$ cat src/rtl/multich_ringbuf.sv
// Multi-channel ring buffer: each channel requests samples upstream, queues them,
// and exposes a random-access read port relative to its oldest sample.
module multich_ringbuf #(
  parameter int NUM_CH      = 2,
  parameter int NUM_CH_LOG2 = 1,
  parameter int WIDTH       = 24,
  parameter int DEPTH_LOG2  = 5
) (
  input  logic                               clk,
  input  logic                               rst,
  input  logic [NUM_CH-1:0]                  rst_ch,
  output logic [NUM_CH-1:0]                  pop_o,
  input  logic [NUM_CH-1:0]                  ack_i,
  input  logic [WIDTH*NUM_CH-1:0]            data_i,
  input  logic [NUM_CH-1:0]                  consume_i,
  input  logic                               rd_en,
  input  logic [NUM_CH_LOG2-1:0]             rd_ch,
  input  logic [DEPTH_LOG2-1:0]              rd_offset,
  output logic                               rd_valid,
  output logic [WIDTH-1:0]                   rd_data,
  output logic                               rd_err,
  output logic [(DEPTH_LOG2+1)*NUM_CH-1:0]   fill_o,
  output logic [NUM_CH-1:0]                  overrun_o,
  output logic [NUM_CH-1:0]                  underrun_o,
  input  logic                               clr_flags_i
);
  localparam int DEPTH = 1 << DEPTH_LOG2;
  localparam int CW    = DEPTH_LOG2 + 1;

  typedef enum logic {IDLE, WAIT} state_t;

  logic [NUM_CH-1:0][CW-1:0]    count;
  logic [NUM_CH-1:0][WIDTH-1:0] peek;

  for (genvar g = 0; g < NUM_CH; g++) begin : g_ch
    logic [WIDTH-1:0]      bank [DEPTH];
    state_t                state, state_nxt;
    logic                  pop_nxt, cons_ok, wr_ok, pop, ovr, und;
    logic [DEPTH_LOG2-1:0] wp, rp, ra;
    logic [CW-1:0]         cnt;

    assign cons_ok = consume_i[g] && (cnt != '0);
    // A full channel still accepts a write when a consume frees a slot this cycle.
    assign wr_ok   = ack_i[g] && ((cnt != CW'(DEPTH)) || cons_ok);
    assign ra      = rp + rd_offset;
    assign peek[g] = bank[ra];
    assign count[g]      = cnt;
    assign pop_o[g]      = pop;
    assign overrun_o[g]  = ovr;
    assign underrun_o[g] = und;
    assign fill_o[CW*g +: CW] = cnt;

    always_comb begin
      state_nxt = state;
      pop_nxt   = 1'b0;
      case (state)
        IDLE: if ((cnt + CW'(1)) < CW'(DEPTH)) begin
          pop_nxt   = 1'b1;
          state_nxt = WAIT;
        end
        WAIT: if (ack_i[g]) state_nxt = IDLE;
        default: state_nxt = IDLE;
      endcase
      if (rst_ch[g]) begin
        state_nxt = IDLE;
        pop_nxt   = 1'b0;
      end
    end

    always_ff @(posedge clk or posedge rst) begin
      if (rst) begin
        state <= IDLE;
        pop   <= 1'b0;
        wp    <= '0;
        rp    <= '0;
        cnt   <= '0;
        ovr   <= 1'b0;
        und   <= 1'b0;
      end else begin
        state <= state_nxt;
        pop   <= pop_nxt;
        if (rst_ch[g]) begin
          wp  <= '0;
          rp  <= '0;
          cnt <= '0;
          ovr <= 1'b0;
          und <= 1'b0;
        end else begin
          if (wr_ok)   wp <= wp + 1'b1;
          if (cons_ok) rp <= rp + 1'b1;
          cnt <= cnt + CW'(wr_ok) - CW'(cons_ok);
          // Setting beats clearing so an error in the clear cycle is not lost.
          if (ack_i[g] && !wr_ok)          ovr <= 1'b1;
          else if (clr_flags_i)            ovr <= 1'b0;
          if (consume_i[g] && !cons_ok)    und <= 1'b1;
          else if (clr_flags_i)            und <= 1'b0;
        end
      end
    end

    always_ff @(posedge clk) begin
      if (wr_ok && !rst_ch[g] && !rst) bank[wp] <= data_i[WIDTH*g +: WIDTH];
    end
  end

  logic                   ch_bad, miss;
  logic [NUM_CH_LOG2-1:0] ch_sel;

  assign ch_bad = int'(rd_ch) >= NUM_CH;
  assign ch_sel = ch_bad ? '0 : rd_ch;
  // Occupancy is the pre-update count, so offset 0 is the oldest sample before this cycle's consume.
  assign miss   = ch_bad || ({1'b0, rd_offset} >= count[ch_sel]) || rst_ch[ch_sel];

  always_ff @(posedge clk or posedge rst) begin
    if (rst) begin
      rd_valid <= 1'b0;
      rd_err   <= 1'b0;
      rd_data  <= '0;
    end else begin
      rd_valid <= rd_en;
      rd_err   <= rd_en && miss;
      rd_data  <= (rd_en && !miss) ? peek[ch_sel] : '0;
    end
  end
endmodule

$ cat config.mk
export PLATFORM = sky130hd
export DESIGN_NAME = multich_ringbuf
export DESIGN_NICKNAME = d
export VERILOG_FILES = /design/src/rtl/multich_ringbuf.sv
export SDC_FILE = /design/constraint.sdc
export NUM_CORES = 1
export LEC_CHECK = 0
export CAP_MARGIN = 20
export CORE_UTILIZATION = 57
export DETAILED_ROUTE_END_ITERATION = 16
export DONT_BUFFER_PORTS = 1
export PLACE_DENSITY = 0.75
export SLEW_MARGIN = 20
export SYNTH_ARGS = -nofsm -noshare
export SYNTH_HDL_FRONTEND = slang
export SYNTH_SLANG_ARGS = --single-unit
$ cat constraint.sdc
create_clock -name clk -period 3.33 [get_ports clk]
set_input_delay 0.666 -clock clk [delete_from_list [all_inputs] [get_ports clk]]
set_output_delay 0.666 -clock clk [all_outputs]
set_load 0.05 [all_outputs]
**Wiring by layer**

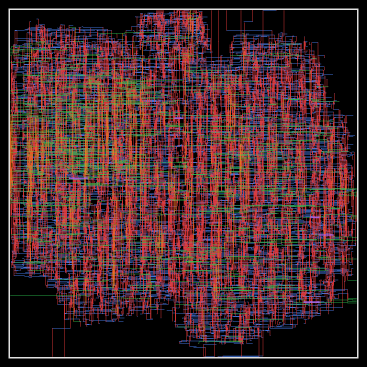
Orange stands for met4, wire length 6,210 um. Purple stands for met5, wire length 58.0 um. Green stands for met3, wire length 16,300 um. Red stands for met2, wire length 79.1 mm. Blue stands for met1, wire length 55.3 mm.
GRT Util Overall: 28.7%
WL per Instance: 32.6 um

**Routing congestion**

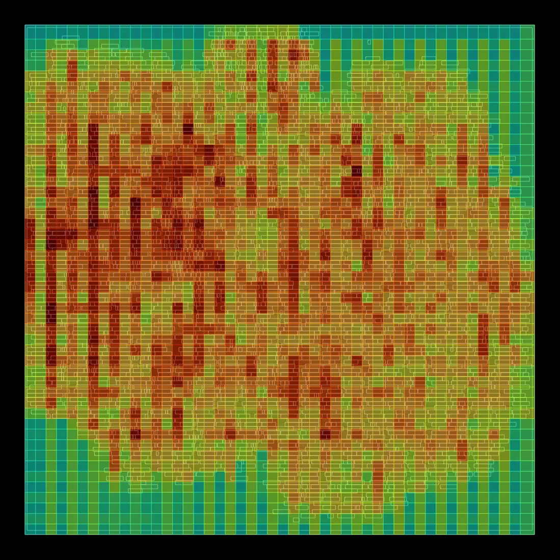
Core Util, Final: 66.6%
met1 Use GR: 36.7%
GRT met3 Usage: 6.40%
grt met2 use: 48.0%
grt peak-use layer: met2

==> run summary <==
DP Worst Slack = -457 ps
Cell Pwr Density = 743 nW/um2
Max Clk Rate = 0.305 GHz
DRC = 0
layout cells sized above 1 = 30.3%
IO Count = 108
clock buffer depth = 3
H-tree depth = 4
Top Layout Cells = 1,536 x edfxtp_1, 384 x mux4_2, 213 x nand2_1, 195 x buf_4, 160 x clkbuf_16
AND-OR/OR-AND Cells, Area Fraction = 1.52%
Non-CTS inverters = 25
WP data arrival = 3960 ps
Post-CTS Setup Bufs = 1
ANT nets after route = 0
Post-synth mux share = 16.3%
Post-Syn Area = 62,700 um2
Worst Skew = 34.5 ps
run status = complete, no violations
DR WL met2 = 79.1 mm
WHS Endpoint = rd_err
Final Hold Viols = 0
Synth area leader = edfxtp_1
**Metal 2**

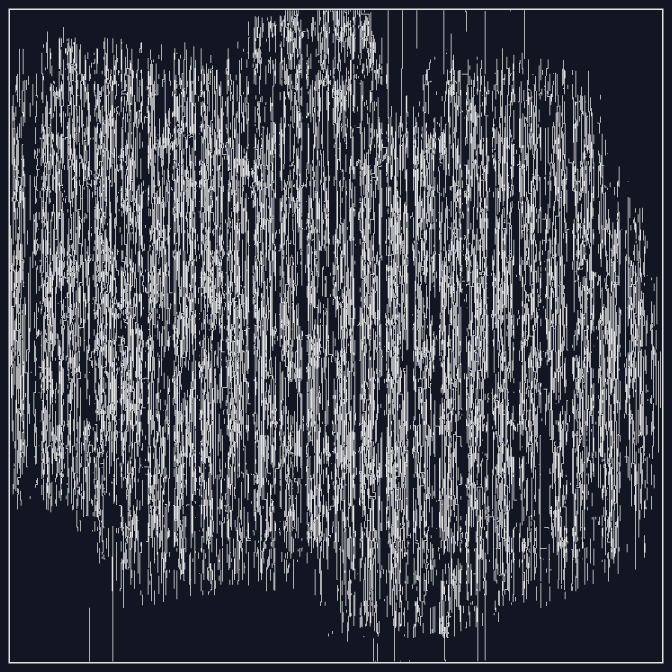
The layer holds 50% of the routed length. The longest straight run is 92.8 um. The wires run mostly vertical. 3,099 nets have wire on it.
final wirelength: 157 mm
vias post-DR: 31,800

**Placement density heat map**

The die is cut into 33 by 33 equal tiles; white is low, dark blue is high, 0 to 100% covered.
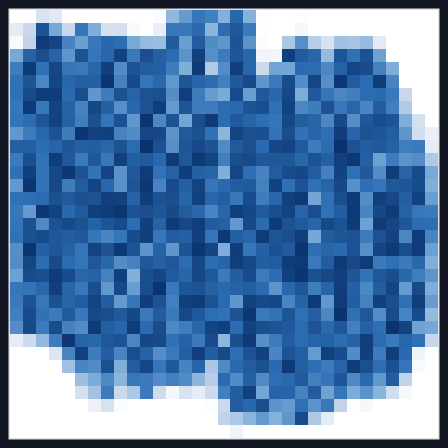
51% of the tiles are over 75% full. The fullest tile reaches 99%. 14% of the tiles are nearly empty.
fp_density: 57.6%
Core Area: 109,000 um2

Power and IR drop assume default switching activity.
